--- src/rtl/stopwatch_pkg.sv ---
// Shared encodings, digit limits and sizing helper for the stopwatch core.
package stopwatch_pkg;

    localparam logic [1:0] IDLE  = 2'd0;
    localparam logic [1:0] RUN   = 2'd1;
    localparam logic [1:0] PAUSE = 2'd2;

    localparam int unsigned MIN_MAX  = 3;
    localparam int unsigned TSEC_MAX = 5;
    localparam int unsigned DIG_MAX  = 9;

    localparam int unsigned MIN_W = 2;
    localparam int unsigned DIG_W = 4;

    typedef enum logic [1:0] {
        S_IDLE  = IDLE,
        S_RUN   = RUN,
        S_PAUSE = PAUSE
    } state_e;

    // Counter width for a 0..n-1 range, never narrower than one bit.
    function automatic int unsigned cnt_width(input int unsigned n);
        return (n > 1) ? $clog2(n) : 1;
    endfunction

endpackage

--- src/rtl/stopwatch_core_if.sv ---
// Button inputs and display-mux outputs of the stopwatch core.
interface stopwatch_core_if;
    import stopwatch_pkg::*;

    logic             start_btn;
    logic             clr_btn;
    logic [1:0]       select;
    logic [MIN_W-1:0] en0;
    logic [DIG_W-1:0] en1;
    logic [DIG_W-1:0] en2;
    logic [DIG_W-1:0] en3;
    logic             running;
    logic             ovf;

    modport master (
        output start_btn, clr_btn,
        input  select, en0, en1, en2, en3, running, ovf
    );

    modport slave (
        input  start_btn, clr_btn,
        output select, en0, en1, en2, en3, running, ovf
    );

endinterface

--- src/rtl/stopwatch_core_bcd_digit.sv ---
// One BCD digit counting 0..MAX; carry is combinational so a chain ripples in one cycle.
module bcd_digit #(
    parameter int unsigned W   = 4,
    parameter int unsigned MAX = 9
) (
    input  logic         clk,
    input  logic         rst_n,
    input  logic         inc_i,
    input  logic         clr_i,
    output logic [W-1:0] q_o,
    output logic         carry_c_o
);

    logic [W-1:0] q_q, q_d;
    logic         at_max_c;

    assign at_max_c  = (q_q == W'(MAX));
    assign carry_c_o = inc_i & at_max_c;
    assign q_o       = q_q;

    always_comb begin
        q_d = q_q;
        if (clr_i) begin
            q_d = '0;
        end else if (inc_i) begin
            q_d = at_max_c ? '0 : q_q + W'(1);
        end
    end

    always_ff @(posedge clk or negedge rst_n) begin
        if (!rst_n) begin
            q_q <= '0;
        end else begin
            q_q <= q_d;
        end
    end

endmodule

--- src/rtl/stopwatch_core.sv ---
// Start/pause/clear stopwatch counting M:SS.t in BCD plus the free-running digit-scan select.
module stopwatch_core
    import stopwatch_pkg::*;
#(
    parameter int unsigned TICK_DIV = 10_000_000,
    parameter int unsigned SCAN_DIV = 100_000
) (
    input  logic            clk,
    input  logic            rst_n,
    stopwatch_core_if.slave bus
);

    localparam int unsigned TICK_W = cnt_width(TICK_DIV);
    localparam int unsigned SCAN_W = cnt_width(SCAN_DIV);

    logic [2:0]        start_sync_q, clr_sync_q;
    logic              start_ev_c, clr_ev_c;
    state_e            state_q, state_d;
    logic              running_q;
    logic              ovf_q, ovf_d;
    logic [TICK_W-1:0] tick_cnt_q, tick_cnt_d;
    logic              tick_c;
    logic [SCAN_W-1:0] scan_cnt_q, scan_cnt_d;
    logic [1:0]        select_q, select_d;
    logic [3:0]        carry_c;

    // Two synchronizer stages, third stage only remembers the previous level for edge detect.
    always_ff @(posedge clk or negedge rst_n) begin
        if (!rst_n) begin
            start_sync_q <= '0;
            clr_sync_q   <= '0;
        end else begin
            start_sync_q <= {start_sync_q[1:0], bus.start_btn};
            clr_sync_q   <= {clr_sync_q[1:0], bus.clr_btn};
        end
    end

    assign start_ev_c = start_sync_q[1] & ~start_sync_q[2];
    assign clr_ev_c   = clr_sync_q[1] & ~clr_sync_q[2];
    assign tick_c     = (state_q == S_RUN) && (tick_cnt_q == TICK_W'(TICK_DIV - 1));

    always_comb begin
        state_d    = state_q;
        tick_cnt_d = tick_cnt_q;
        scan_cnt_d = scan_cnt_q + SCAN_W'(1);
        select_d   = select_q;
        ovf_d      = carry_c[0] & ~clr_ev_c;

        if (scan_cnt_q == SCAN_W'(SCAN_DIV - 1)) begin
            scan_cnt_d = '0;
            select_d   = select_q + 2'd1;
        end

        // Clear outranks a simultaneous start press.
        if (clr_ev_c) begin
            state_d    = S_IDLE;
            tick_cnt_d = '0;
        end else begin
            if (state_q == S_RUN) begin
                tick_cnt_d = tick_c ? '0 : tick_cnt_q + TICK_W'(1);
            end
            if (start_ev_c) begin
                case (state_q)
                    S_IDLE:  state_d = S_RUN;
                    S_RUN:   state_d = S_PAUSE;
                    S_PAUSE: state_d = S_RUN;
                    default: state_d = S_IDLE;
                endcase
            end
        end
    end

    always_ff @(posedge clk or negedge rst_n) begin
        if (!rst_n) begin
            state_q    <= S_IDLE;
            running_q  <= 1'b0;
            ovf_q      <= 1'b0;
            tick_cnt_q <= '0;
            scan_cnt_q <= '0;
            select_q   <= '0;
        end else begin
            state_q    <= state_d;
            running_q  <= (state_d == S_RUN);
            ovf_q      <= ovf_d;
            tick_cnt_q <= tick_cnt_d;
            scan_cnt_q <= scan_cnt_d;
            select_q   <= select_d;
        end
    end

    // Digit chain: tenths -> seconds -> tens of seconds -> minutes.
    bcd_digit #(.W(DIG_W), .MAX(DIG_MAX)) u_tenths (
        .clk, .rst_n, .inc_i(tick_c), .clr_i(clr_ev_c),
        .q_o(bus.en3), .carry_c_o(carry_c[3])
    );

    bcd_digit #(.W(DIG_W), .MAX(DIG_MAX)) u_secs (
        .clk, .rst_n, .inc_i(carry_c[3]), .clr_i(clr_ev_c),
        .q_o(bus.en2), .carry_c_o(carry_c[2])
    );

    bcd_digit #(.W(DIG_W), .MAX(TSEC_MAX)) u_tsecs (
        .clk, .rst_n, .inc_i(carry_c[2]), .clr_i(clr_ev_c),
        .q_o(bus.en1), .carry_c_o(carry_c[1])
    );

    bcd_digit #(.W(MIN_W), .MAX(MIN_MAX)) u_mins (
        .clk, .rst_n, .inc_i(carry_c[1]), .clr_i(clr_ev_c),
        .q_o(bus.en0), .carry_c_o(carry_c[0])
    );

    assign bus.select  = select_q;
    assign bus.running = running_q;
    assign bus.ovf     = ovf_q;

endmodule
--- src/flat_wrapper.sv ---
// flat-port wrapper written by rule: the top's interface ports become plain ports
module stopwatch_core_flat import stopwatch_pkg::*;
#(
    parameter int unsigned TICK_DIV = 10_000_000,
    parameter int unsigned SCAN_DIV = 100_000
)
  (clk, rst_n, bus_start_btn, bus_clr_btn, bus_select, bus_en0, bus_en1, bus_en2, bus_en3, bus_running, bus_ovf);
  stopwatch_core_if bus_i ();
  input  logic clk;
  input  logic rst_n;
  input wire logic [$bits(bus_i.start_btn)-1:0] bus_start_btn;
  input wire logic [$bits(bus_i.clr_btn)-1:0] bus_clr_btn;
  output wire logic [$bits(bus_i.select)-1:0] bus_select;
  output wire logic [$bits(bus_i.en0)-1:0] bus_en0;
  output wire logic [$bits(bus_i.en1)-1:0] bus_en1;
  output wire logic [$bits(bus_i.en2)-1:0] bus_en2;
  output wire logic [$bits(bus_i.en3)-1:0] bus_en3;
  output wire logic [$bits(bus_i.running)-1:0] bus_running;
  output wire logic [$bits(bus_i.ovf)-1:0] bus_ovf;
  assign bus_i.start_btn = bus_start_btn;
  assign bus_i.clr_btn = bus_clr_btn;
  assign bus_select = bus_i.select;
  assign bus_en0 = bus_i.en0;
  assign bus_en1 = bus_i.en1;
  assign bus_en2 = bus_i.en2;
  assign bus_en3 = bus_i.en3;
  assign bus_running = bus_i.running;
  assign bus_ovf = bus_i.ovf;
  stopwatch_core #(.TICK_DIV(TICK_DIV), .SCAN_DIV(SCAN_DIV)) u_core (.clk(clk), .rst_n(rst_n), .bus(bus_i));
endmodule
--- config.mk ---
export PLATFORM = sky130hd
export DESIGN_NAME = stopwatch_core_flat
export DESIGN_NICKNAME = d
export VERILOG_FILES = /design/src/rtl/stopwatch_pkg.sv /design/src/rtl/stopwatch_core_if.sv /design/src/rtl/stopwatch_core_bcd_digit.sv /design/src/rtl/stopwatch_core.sv /design/src/flat_wrapper.sv
export SDC_FILE = /design/constraint.sdc
export NUM_CORES = 1
export LEC_CHECK = 0
export CORE_MARGIN = 3
export CORE_UTILIZATION = 25
export DETAILED_ROUTE_END_ITERATION = 8
export HOLD_SLACK_MARGIN = 0.02
export SLEW_MARGIN = 20
export SYNTH_ARGS = -nofsm -noshare
export SYNTH_HDL_FRONTEND = slang
export SYNTH_SLANG_ARGS = --single-unit
--- constraint.sdc ---
create_clock -name clk -period 5.1 [get_ports clk]
set_input_delay 0.765 -clock clk [delete_from_list [all_inputs] [get_ports clk]]
set_output_delay 0.765 -clock clk [all_outputs]
set_load 0.02 [all_outputs]
**Run 1: supply network**

(3 px per um) Pins as bars on the die edge.
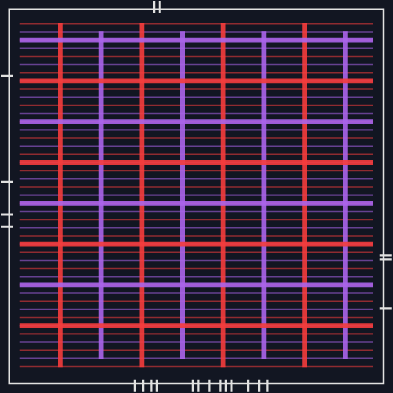
legend:
  purple:
    net: VDD
  red:
    net: VSS
rows: 42
met4 straps: 8
signal pins: 22
met1 rails: 43

**Run 1: signal wires on met2**

(3 px per um)
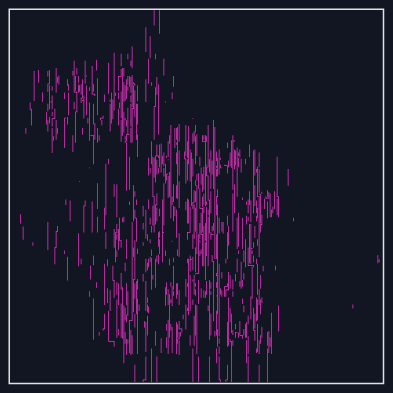
share of all routed wire: 47%
longest straight run: 43.9 um
main direction: vertical
nets with wire on the layer: 318

**Run 1: the clock network**

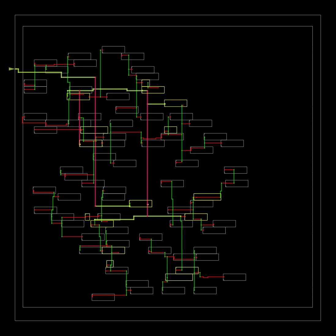
Worst-Skew Late Latency: 0.33 ns
clk sink count: 67
CTS Buf Count: 9
clkbuf count: 10
flop count: 67

[run 1: cell families (layout without fill, tap and decap cells)]
family                   after synthesis  in the layout
AND/OR/NAND/NOR                      155            155
buffers and inverters                 23             44
AND-OR/OR-AND                         65             65
flip-flops                            67             67
multiplexers                           7              7
adder cells (fa/ha/maj)                9              9
XOR/XNOR                              21             21
[run 1: power by group]
part	leakage [nW]	total (mW)	internal, mW	switching (mW)
Sequential	0.903	0.561	0.548	0.0126
Combinational	0.656	0.0699	0.0235	0.0464
Clock	0.169	0.728	0.491	0.236
Total	1.73	1.36	1.06	0.295
[run 1: layer usage]
layer,GRT usage [%],part of all wire [%],up-vias
met5,0,0,-
met4,4.51,1.7,0
met3,2.66,3.4,8
met2,15.5,47,41
met1,13.0,48,1328
li1,-,-,1315
==> flow_summary.json, run 1 <==
{
  "top_regs": "u_core.tick_cnt_q x24, u_core.scan_cnt_q x17",
  "die_w_um": 124,
  "cp-end-kind": "flip-flop",
  "ys_sh_simple_pct": 27.2,
  "ys_sh_xor_pct": 5.26,
  "numSynthFlops": 67,
  "cpPeakStageDelay_ns": 0.88,
  "vias_per_cell": 4.95,
  "yosysCellCount": 347,
  "logic_family": "simple AND/OR/NAND/NOR gates",
  "crit_chain": "and4_1 > nand4_1 > o21ai_2 > nor2_1",
  "logic_area_um2": 1720,
  "cts_max_path_buffers": 2,
  "synthAoiAreaFrac_pct": 11.3,
  "final_cell_mix": "67 x dfrtp_1, 24 x nor2_1, 24 x nand2_1, 24 x a21oi_1",
  "layout_top_cell": "dfrtp_1",
  "topCellsByArea": "dfrtp_1 48%, a21oi_1 3.4%, xor2_1 3.3%",
  "cts.repair.resized": 0,
  "holdBufCountCts": 0,
  "min_period_ns": 2.40,
  "grt_pass1_wl_um": 12900,
  "crit_cells": 4,
  "setup_tns_ns": 0,
  "biggestCellCategory": "combinational gates",
  "cp-endpoint": "u_core.tick_cnt_q[7]",
  "slew_headroom_pct": 37.4,
  "max-cap-violations": 0,
  "antenna_found_initial": 0,
  "crit_family": "simple AND/OR/NAND/NOR gates",
  "power.density_nw_per_um2": 323,
  "drt_iter0_drc": 137,
  "yosys_area_um2": 3500,
  "nNonClkBuffers": 23,
  "nFillCells": 1401,
  "dp_cells": 528,
  "wl_per_cell_um": 13.6,
  "status": "complete, no violations",
  "power.total_mw": 1.36,
  "synth_area_um2": 3500,
  "rsz0062_at_grt": "false",
  "ys_sh_adder_pct": 3.22,
  "clock_tree.htree_level_count": 3,
  "drcViolationCount": 0,
  "clock_area_share_pct": 8.33,
  "r2r_cells": 4,
  "final_util_pct": 31.3,
  "placed_area_um2": 3850,
  "startpoint_type": "flip-flop",
  "cts_root_buf": "clkbuf_16",
  "fin_crit_sh_pct": 47.0,
  "ys_seq_share_pct": 47.9,
  "vias": 2692,
  "nNonClkInverters": 5,
  "fin_area_um2": 4200,
  "mux_share_pct": 2.04
}
**Run 1: sequential cells coloured by netlist name**

(3 px per um)
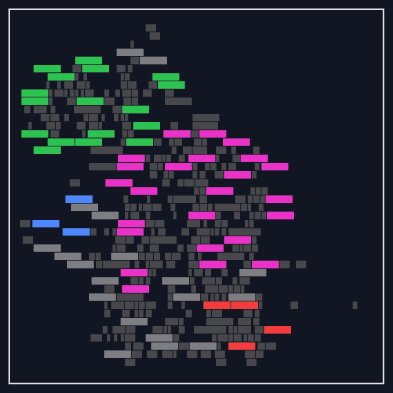

==> inputs of run 2 (changes only) <==
Clock period 5.1 ns to 2.02 ns, I/O delays scaled along.
**Run 2: sequential cells coloured by netlist name**

(3 px per um)
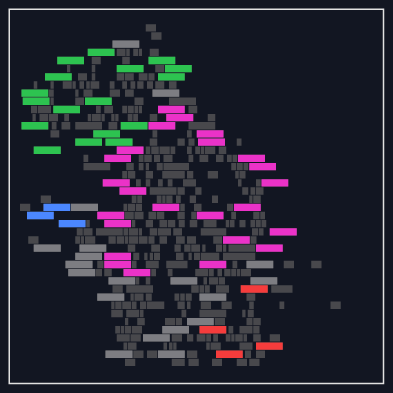
legend:
  magenta:
    netlist_name: u_core.tick_cnt_q
    sequential_cells: 24
  red:
    netlist_name: u_core.u_secs.q_o
    sequential_cells: 4
  blue:
    netlist_name: u_core.start_sync_q
    sequential_cells: 3
  green:
    netlist_name: u_core.scan_cnt_q
    sequential_cells: 17

==> flow_summary.json, run 2 <==
{
  "ys_seq_share_pct": 47.9,
  "grt_pass1_wl_um": 13000,
  "drcViolationCount": 0,
  "crit_cells": 4,
  "r2r_cells": 4,
  "cp-endpoint": "u_core.u_tsecs.q_o[1]",
  "power.total_mw": 3.22,
  "crit_family": "simple AND/OR/NAND/NOR gates",
  "highest_layer": "met4",
  "final_cell_mix": "67 x dfrtp_1, 24 x nor2_1, 24 x nand2_1, 24 x a21oi_1",
  "cts_max_path_buffers": 2,
  "antenna_found_initial": 0,
  "yosys_area_um2": 3500,
  "required_ns": 2.23,
  "die_w_um": 124,
  "wl_per_cell_um": 13.6,
  "yosysCellCount": 347,
  "grt-busiest-layer": "met2",
  "final_util_pct": 31.8,
  "power.density_nw_per_um2": 751,
  "clock_area_share_pct": 7.04,
  "hold_class": "reg -> reg",
  "vias": 2757,
  "wl_met2_um": 3500,
  "clock_tree.htree_level_count": 3,
  "startpoint_type": "flip-flop",
  "rsz0062_at_grt": "false",
  "fin_area_um2": 4280,
  "clkbuf_count": 9,
  "numCtsBuffers": 9,
  "max-cap-violations": 0,
  "drt_iter0_drc": 131,
  "use_met3_pct": 2.44,
  "nNonClkInverters": 5,
  "wl_met1_um": 3700,
  "status": "complete, no violations",
  "logic_area_um2": 1730,
  "vdd.ir_drop.worst_mv": 0.370,
  "globalRouteMet1Util_pct": 13.3,
  "clock_sinks": 67,
  "fin_crit_sh_pct": 92.3,
  "nNonClkBuffers": 35,
  "min_period_ns": 1.87,
  "cp-end-kind": "flip-flop",
  "synth_area_um2": 3500,
  "layout_top_cell": "dfrtp_1",
  "cts_root_buf": "clkbuf_16",
  "crit_chain": "nor4b_4 > nand3_4 > nor3_4 > mux2_2",
  "dp_cells": 537,
  "flops": 67,
  "nFillCells": 1427,
  "vias_per_cell": 4.96,
  "cpPeakStageDelay_ns": 0.45,
  "setup_tns_ns": 0,
  "grt_util_met2_pct": 15.5,
  "biggestCellCategory": "combinational gates"
}
## run 2: where the power goes
part	internal, mW	total (mW)	switching, mW
combinational	0.0848	0.210	0.125
clock	0.963	1.59	0.625
sequential	1.38	1.42	0.0356
## run 2: what timing repair did
| item | in CTS | in global routing |
|---|---|---|
| resized | 0 | 2 |
| endpoints found under the setup margin | 0 | 3 |
| setup buffers | 0 | 2 |
| hold endpoints to repair | 11 | 0 |
| hold buffers | 1 | 0 |
## run 2: kinds of logic after synthesis
family / after synthesis / share of synthesized area [%]
adders and majority gates: 9 / 3.22
buffers and inverters: 23 / 3.04
xor gates and xnor gates: 21 / 5.26
AOI/OAI and AO/OA: 65 / 11.3
and+or+nand+nor: 155 / 27.2
muxes: 7 / 2.04
DFF: 67 / 47.9
**Run 2: signal wires on met2**

(3 px per um)
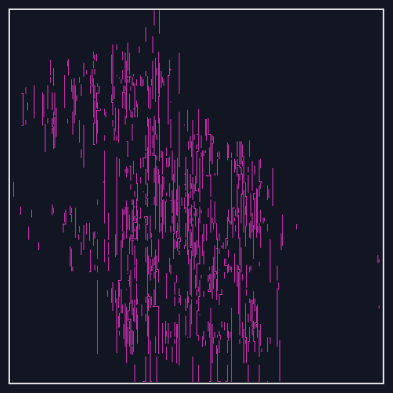

==> inputs of run 3 (changes only) <==
Settings changed: ABC_AREA set to 1, CORE_UTILIZATION 25 to 54, PLACE_DENSITY set to 0.76.
**Run 3: signal wires on met2**

(4 px per um)
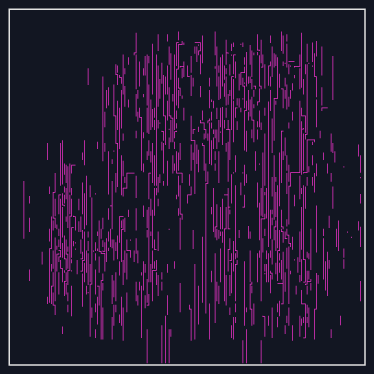
longest straight run: 36.2 um
main direction: vertical
share of all routed wire: 44%

==> flow_summary.json, run 3 <==
{
  "cp-end-kind": "primary output",
  "logic_area_um2": 1690,
  "nNonClkInverters": 81,
  "grt-busiest-layer": "met2",
  "globalRouteMet1Util_pct": 31.6,
  "slew_headroom_pct": 59.9,
  "yosys_area_um2": 3680,
  "highest_layer": "met4",
  "clkbuf_count": 9,
  "r2r_cells": 8,
  "crit_chain": "clkdlybuf4s50_1",
  "crit_cells": 1,
  "synthAoiAreaFrac_pct": 6.73,
  "cts_max_path_buffers": 2,
  "min_period_ns": 1.74,
  "top_regs": "u_core.tick_cnt_q x24, u_core.scan_cnt_q x17",
  "synth_area_um2": 3680,
  "ys_seq_share_pct": 45.5,
  "biggestCellCategory": "combinational gates",
  "clock_tree.htree_level_count": 3,
  "grt_util_met2_pct": 33.0,
  "cts_root_buf": "clkbuf_8",
  "topCellsByArea": "dfrtp_1 46%, nand2_1 9.9%, inv_1 6.7%",
  "numSynthFlops": 67,
  "vias_per_cell": 5.33,
  "use_met3_pct": 3.91,
  "fin_area_um2": 4210,
  "clock_sinks": 67,
  "grt_pass1_wl_um": 13500,
  "fin_crit_sh_pct": 86.0,
  "wl_met1_um": 3700,
  "final_cell_mix": "97 x nand2_1, 67 x dfrtp_1, 66 x inv_1",
  "nNonClkBuffers": 24,
  "status": "complete, no violations",
  "layout_top_cell": "nand2_1",
  "numCtsBuffers": 9,
  "ys_sh_xor_pct": 4.04,
  "logic_family": "simple AND/OR/NAND/NOR gates",
  "nFillCells": 544,
  "mux_share_pct": 0,
  "final_util_pct": 64.8,
  "ys_sh_simple_pct": 31.9,
  "clock_area_share_pct": 4.79,
  "vias": 3094,
  "vdd.ir_drop.worst_mv": 0.391,
  "cp-endpoint": "bus_en2[0]",
  "hold_class": "reg -> reg",
  "max-cap-violations": 0
}
[run 3: repair_timing]
action / 4_1_cts / 5_1_grt
hold endpoints to repair: 22 / 0
hold buffers: 1 / 0
resized: 0 / 0
[run 3: stage by stage]
stage          hold WS (ns)  instances  power, mW  worst slack, ns
2_1_floorplan       0.00741        465       1.91            0.518
3_3_place_gp          0.337        563       2.11            0.359
4_1_cts               0.359        580       3.26            0.270
6_report              0.358        580       3.23            0.283
3_5_place_dp          0.345        563       2.13            0.298
5_1_grt               0.372        580       3.42            0.123
[run 3: power by group]
group	switching [mW]	total [mW]	leakage, nW	internal, mW
registers	0.104	1.54	0.893	1.44
logic	0.324	0.557	1.12	0.234
clock network	0.553	1.13	0.0998	0.578
total	0.980	3.23	2.11	2.25
No activity file was given, so power comes from the tool's default toggle rates.
